Design alu_pipe, sky130hd; sources not shown.
gates.png
Bar = 50 um.
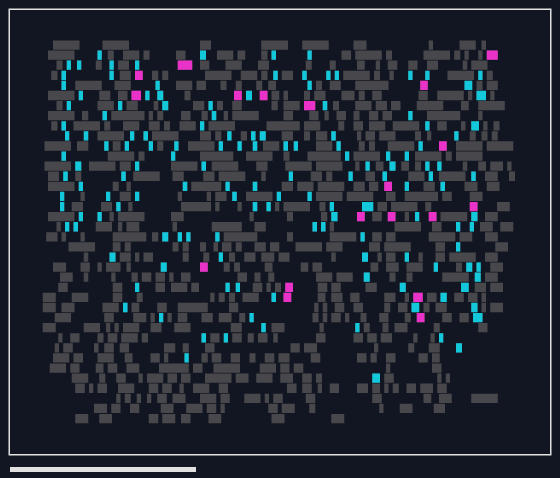
[nand cells] cyan | cells: 143
[and/or cells] magenta | cells: 19
multi-input combinational area share: 0.552
Top cell excl fill/tap: sky130_fd_sc_hd__nand2_1
number of standard cells in the layout, taps in and fillers out: 895

placed.png
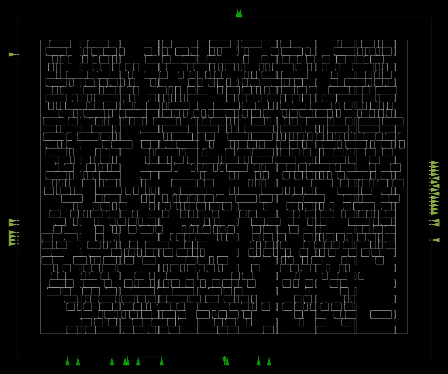
number of well taps: 180
flip-flop and latch share of the layout cell area: 0.196

port_trees.png
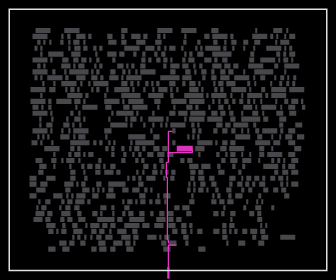
[`carry_out`] magenta | direction: output | end cells: 1 | buffers: 1 | wire: 82.3 um
Port Buffers: 36
total I/O pin count: 37

m3.png
Bar = 50 um.
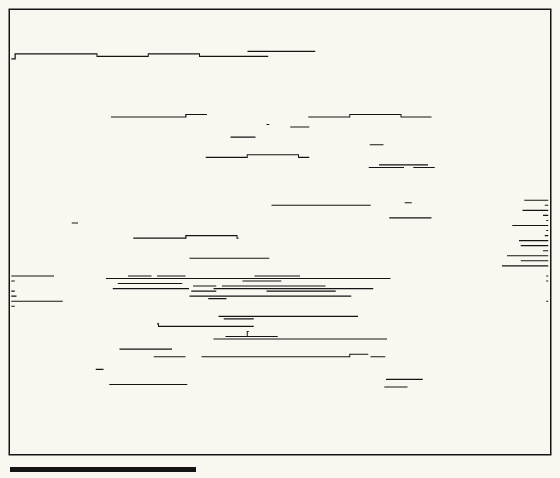
longest straight run: 76.4 um
main direction: horizontal
share of all routed wire: 5.2%
nets with wire on the layer: 55
total vias in the final route: 5126
total wire length: 18.5 mm
routing usage on met3: 0.0459

==> Flow_metrics.wiki <==
=== Synthesis and place and route ===
{| class="wikitable"
! Metric !! Value
|-
| Status || complete, no violations
|-
| Slew at the pin with the worst max-slew slack || 915 ps
|-
| Launching element type of the critical path || input pin
|-
| Number of cells produced by synthesis || 632
|-
| Standard cell with the maximum stage delay on the critical path || sky130_fd_sc_hd__clkdlybuf4s50_1
|-
| Final setup violating endpoints || 0
|-
| Cell type with the highest aggregate area in the netlist || sky130_fd_sc_hd__dfxtp_1
|-
| Setup clock skew after layout || 7.65 ps
|-
| CTS buffer count || 9
|-
| FMAX || 369 MHz
|-
| Clock Latency Late Sink || 340 ps
|-
| Ys flop type || sky130_fd_sc_hd__dfxtp_1
|-
| Post-synthesis cell type count || 64
|-
| Crit-path max cell delay || between 500 and 600 ps
|-
| Cell leakage power || 0.00244 uW
|-
| Setup TNS || 0 ps
|-
| H-tree depth || 3
|-
| WP data required || between 3000 and 4000 ps
|-
| Final number of max-transition violations || 0
|-
| Area added between synthesis and finish || 26.1%
|-
| Signal arrival time at the worst endpoint || around 2900 ps
|-
| Seq/Total Area, Yosys || 0.247
|-
| Routed wirelength normalized by instance count || 20.7 um
|-
| Die extent in y || 120 um
|-
| Worst-path cell chain || clkdlybuf4s50_1 -> inv_2 -> ha_1 -> buf_4 -> o21bai_1 -> a21oi_1 -> o31ai_1 -> o21ai_1 -> xnor2_1 -> o211ai_1 -> a21oi_1 -> a41o_1
|-
| Standard-cell rows || 38
|-
| Dominant logic cell types in the final layout || sky130_fd_sc_hd__nand2_1 (115), sky130_fd_sc_hd__buf_4 (68), sky130_fd_sc_hd__a21oi_1 (64), sky130_fd_sc_hd__dfxtp_1 (58), sky130_fd_sc_hd__nor2_1 (55)
|-
| OpenROAD warning count || 44
|-
| Post-CTS Setup Repair Bufs || 0
|-
| CP top delay family || AND-OR/OR-AND gates
|-
| Flip-flops with a built-in enable || 0
|-
| Final instance area || between 0.005 and 0.006 sq mm
|-
| Post-route ant nets || 0
|-
| Pin count of the biggest net entering global routing || 32
|-
| First-pass GRT wire length || roughly 29 mm
|-
| Root buffer selected by CTS || sky130_fd_sc_hd__clkbuf_16
|-
| Average footprint of a synthesized cell || 7.43 sq um
|-
| Final routed DRC violation total || 0
|-
| Post-CTS Hold Fix Bufs || 0
|-
| Initial detailed-routing violation count || 372
|-
| Final hold violation count || 0
|-
| Clock-pin slew on the worst setup and hold paths || roughly 50 ps
|-
| Antenna diode count || 0
|-
| Setup repair after global routing missed its margin || no
|-
| Die boundary width || 146 um
|-
| Crit Path Class || input pin to flip-flop
|-
| Total Die Area || 0.0174 sq mm
|-
| Cell occurring most often along the worst timing path || sky130_fd_sc_hd__a21oi_1
|-
| Buffer and inverter count on the worst path || 3
|-
| Fraction of layout instances using a drive strength above 1 || 0.143
|-
| Cell Area, Placed || roughly 0.0056 sq mm
|-
| Registers, synthesis || approximately 58
|-
| Portion of the clock cycle consumed by the worst path in the final layout || 0.935
|-
| Final period demand of the worst path || 2710 ps
|-
| Total core area || 0.0133 sq mm
|-
| MaxCap Viol Count || 0
|-
| Largest cells by area after synthesis || sky130_fd_sc_hd__dfxtp_1 (25%), sky130_fd_sc_hd__ha_1 (11%), sky130_fd_sc_hd__nand2_1 (9.2%), sky130_fd_sc_hd__a21oi_1 (6.8%), sky130_fd_sc_hd__nor2_1 (4.4%)
|-
| Routability congestion estimate || 0.962
|-
| Peak fanout along the critical path || 4
|-
| Cell depth of the worst hold path || 2
|-
| Max transition margin || 0.389
|-
| Count of TritonRoute iterations in the first routing pass || 5
|-
| Post-synth ARST share || 0
|-
| WP depth || 12
|-
| Net count reported at finish || 778
|-
| Total number of clock tree sinks || 58
|-
| Hpwl dp || between 10 and 15 mm
|-
| Global-route usage over all layers || 0.210
|-
| Worst Hold Class || flip-flop to flip-flop
|-
| Number of antenna violations at the first check in global routing || 0
|-
| Clock buffer depth || 2
|-
| Total number of yosys warnings || 0
|-
| Yosys stat cell total || 632
|-
| Placed Cells || 879
|-
| Final core utilization || 0.445
|-
| Final global-route overflow total || 0
|-
| Chip area line of the yosys report || 0.00470 sq mm
|-
| Setup slack, reg-to-reg || 220 ps
|-
| FF-to-FF path depth || 10
|-
| Fp util || 0.353
|-
| Via count of the first global-routing pass || between 5000 and 6000
|-
| Category of the worst setup path capture point || flip-flop
|-
| Synth Cell Area || 0.00470 sq mm
|-
| IR drop worst, VDD || between 0.2 and 0.3 mV
|-
| PwrDens || 410 mW/mm^2
|-
| Post-CTS sizing || 0
|-
| Share of Yosys cell area claimed by the top area cell type || 0.247
|-
| Crit path setup slack, layout || 189 ps
|-
| Clock tree from TritonCTS || yes
|-
| Per-cell via count in the routed design || 5.73
|-
| Setup Slack @ Placement || -114 ps
|-
| Number of nets at floorplan || roughly 700
|}
## power breakdown
part / switching [uW] / total [uW] / internal (uW)
registers: 20.0 / 843 / 823
clock network: 389 / 963 / 574
logic: 355 / 622 / 268
total: 763 / 2430 / 1660
## area by class of cell
type	instances	area, sq um
Sequential cell	58	1160
Clock inverter	5	31.3
Clock buffer	11	233
Timing Repair Buffer	105	891
Tap cell	180	225
Inverter	30	113
Fill cell	1685	7390
Multi-Input combinational cell	506	3270
## cells by family after synthesis
family	count (synthesis)	synth area share
AOI/OAI and AO/OA	187	0.264
xor gates and xnor gates	19	0.0354
adders and majority gates	45	0.125
buffers and inverters	68	0.0597
DFF	58	0.247
muxes	12	0.0389
and+or+nand+nor	243	0.230
## cell usage after synthesis, types with 5 or more instances
| master | count |
|---|---|
| sky130_fd_sc_hd__mux4_2 | 5 |
| sky130_fd_sc_hd__a21o_1 | 11 |
| sky130_fd_sc_hd__xnor2_1 | 16 |
| sky130_fd_sc_hd__a211oi_1 | 18 |
| sky130_fd_sc_hd__buf_2 | 8 |
| sky130_fd_sc_hd__nor2b_1 | 5 |
| sky130_fd_sc_hd__o21ai_0 | 14 |
| sky130_fd_sc_hd__a311oi_1 | 17 |
| sky130_fd_sc_hd__inv_1 | 26 |
| sky130_fd_sc_hd__and3_1 | 9 |
| sky130_fd_sc_hd__mux2i_1 | 7 |
| sky130_fd_sc_hd__ha_1 | 42 |
| sky130_fd_sc_hd__clkbuf_1 | 27 |
| sky130_fd_sc_hd__nor3_1 | 11 |
| sky130_fd_sc_hd__dfxtp_1 | 58 |
| sky130_fd_sc_hd__nand2_1 | 115 |
| sky130_fd_sc_hd__nor4_1 | 7 |
| sky130_fd_sc_hd__a21oi_1 | 64 |
| sky130_fd_sc_hd__a22oi_1 | 7 |
| sky130_fd_sc_hd__o21bai_1 | 7 |
| sky130_fd_sc_hd__nand3_1 | 20 |
| sky130_fd_sc_hd__nor2_1 | 55 |
| sky130_fd_sc_hd__o22ai_1 | 5 |
| sky130_fd_sc_hd__o21ai_1 | 10 |
## worst reg2reg max path, cell delays in order (launching register included)
cell                       delay, ps
sky130_fd_sc_hd__dfxtp_1         340
sky130_fd_sc_hd__ha_1            260
sky130_fd_sc_hd__fa_1            440
sky130_fd_sc_hd__a211oi_1        280
sky130_fd_sc_hd__o21bai_1        170
sky130_fd_sc_hd__a31oi_2         270
sky130_fd_sc_hd__o211ai_1        190
sky130_fd_sc_hd__a41oi_1         290
sky130_fd_sc_hd__xnor2_1         150
sky130_fd_sc_hd__nand2_1          70
sky130_fd_sc_hd__a21oi_1         170
## through the flow
step	hold slack, ps	total power, uW
2_1_floorplan	426	1170
3_3_place_gp	455	1460
3_5_place_dp	464	1470
4_1_cts	471	2430
5_1_grt	488	2540
6_report	469	2430
## routing by layer
| layer | part of all wire | GRT usage | wire length [um] |
|---|---|---|---|
| met3 | 0.052 | 0.0459 | 954 |
| met2 | 0.41 | 0.311 | 7640 |
| met5 | 0 | 0 | 0 |
| met4 | 0.0055 | 0.0311 | 101 |
| met1 | 0.53 | 0.310 | 9800 |
Power figures rest on the tool's default switching activity, not on a simulated workload.
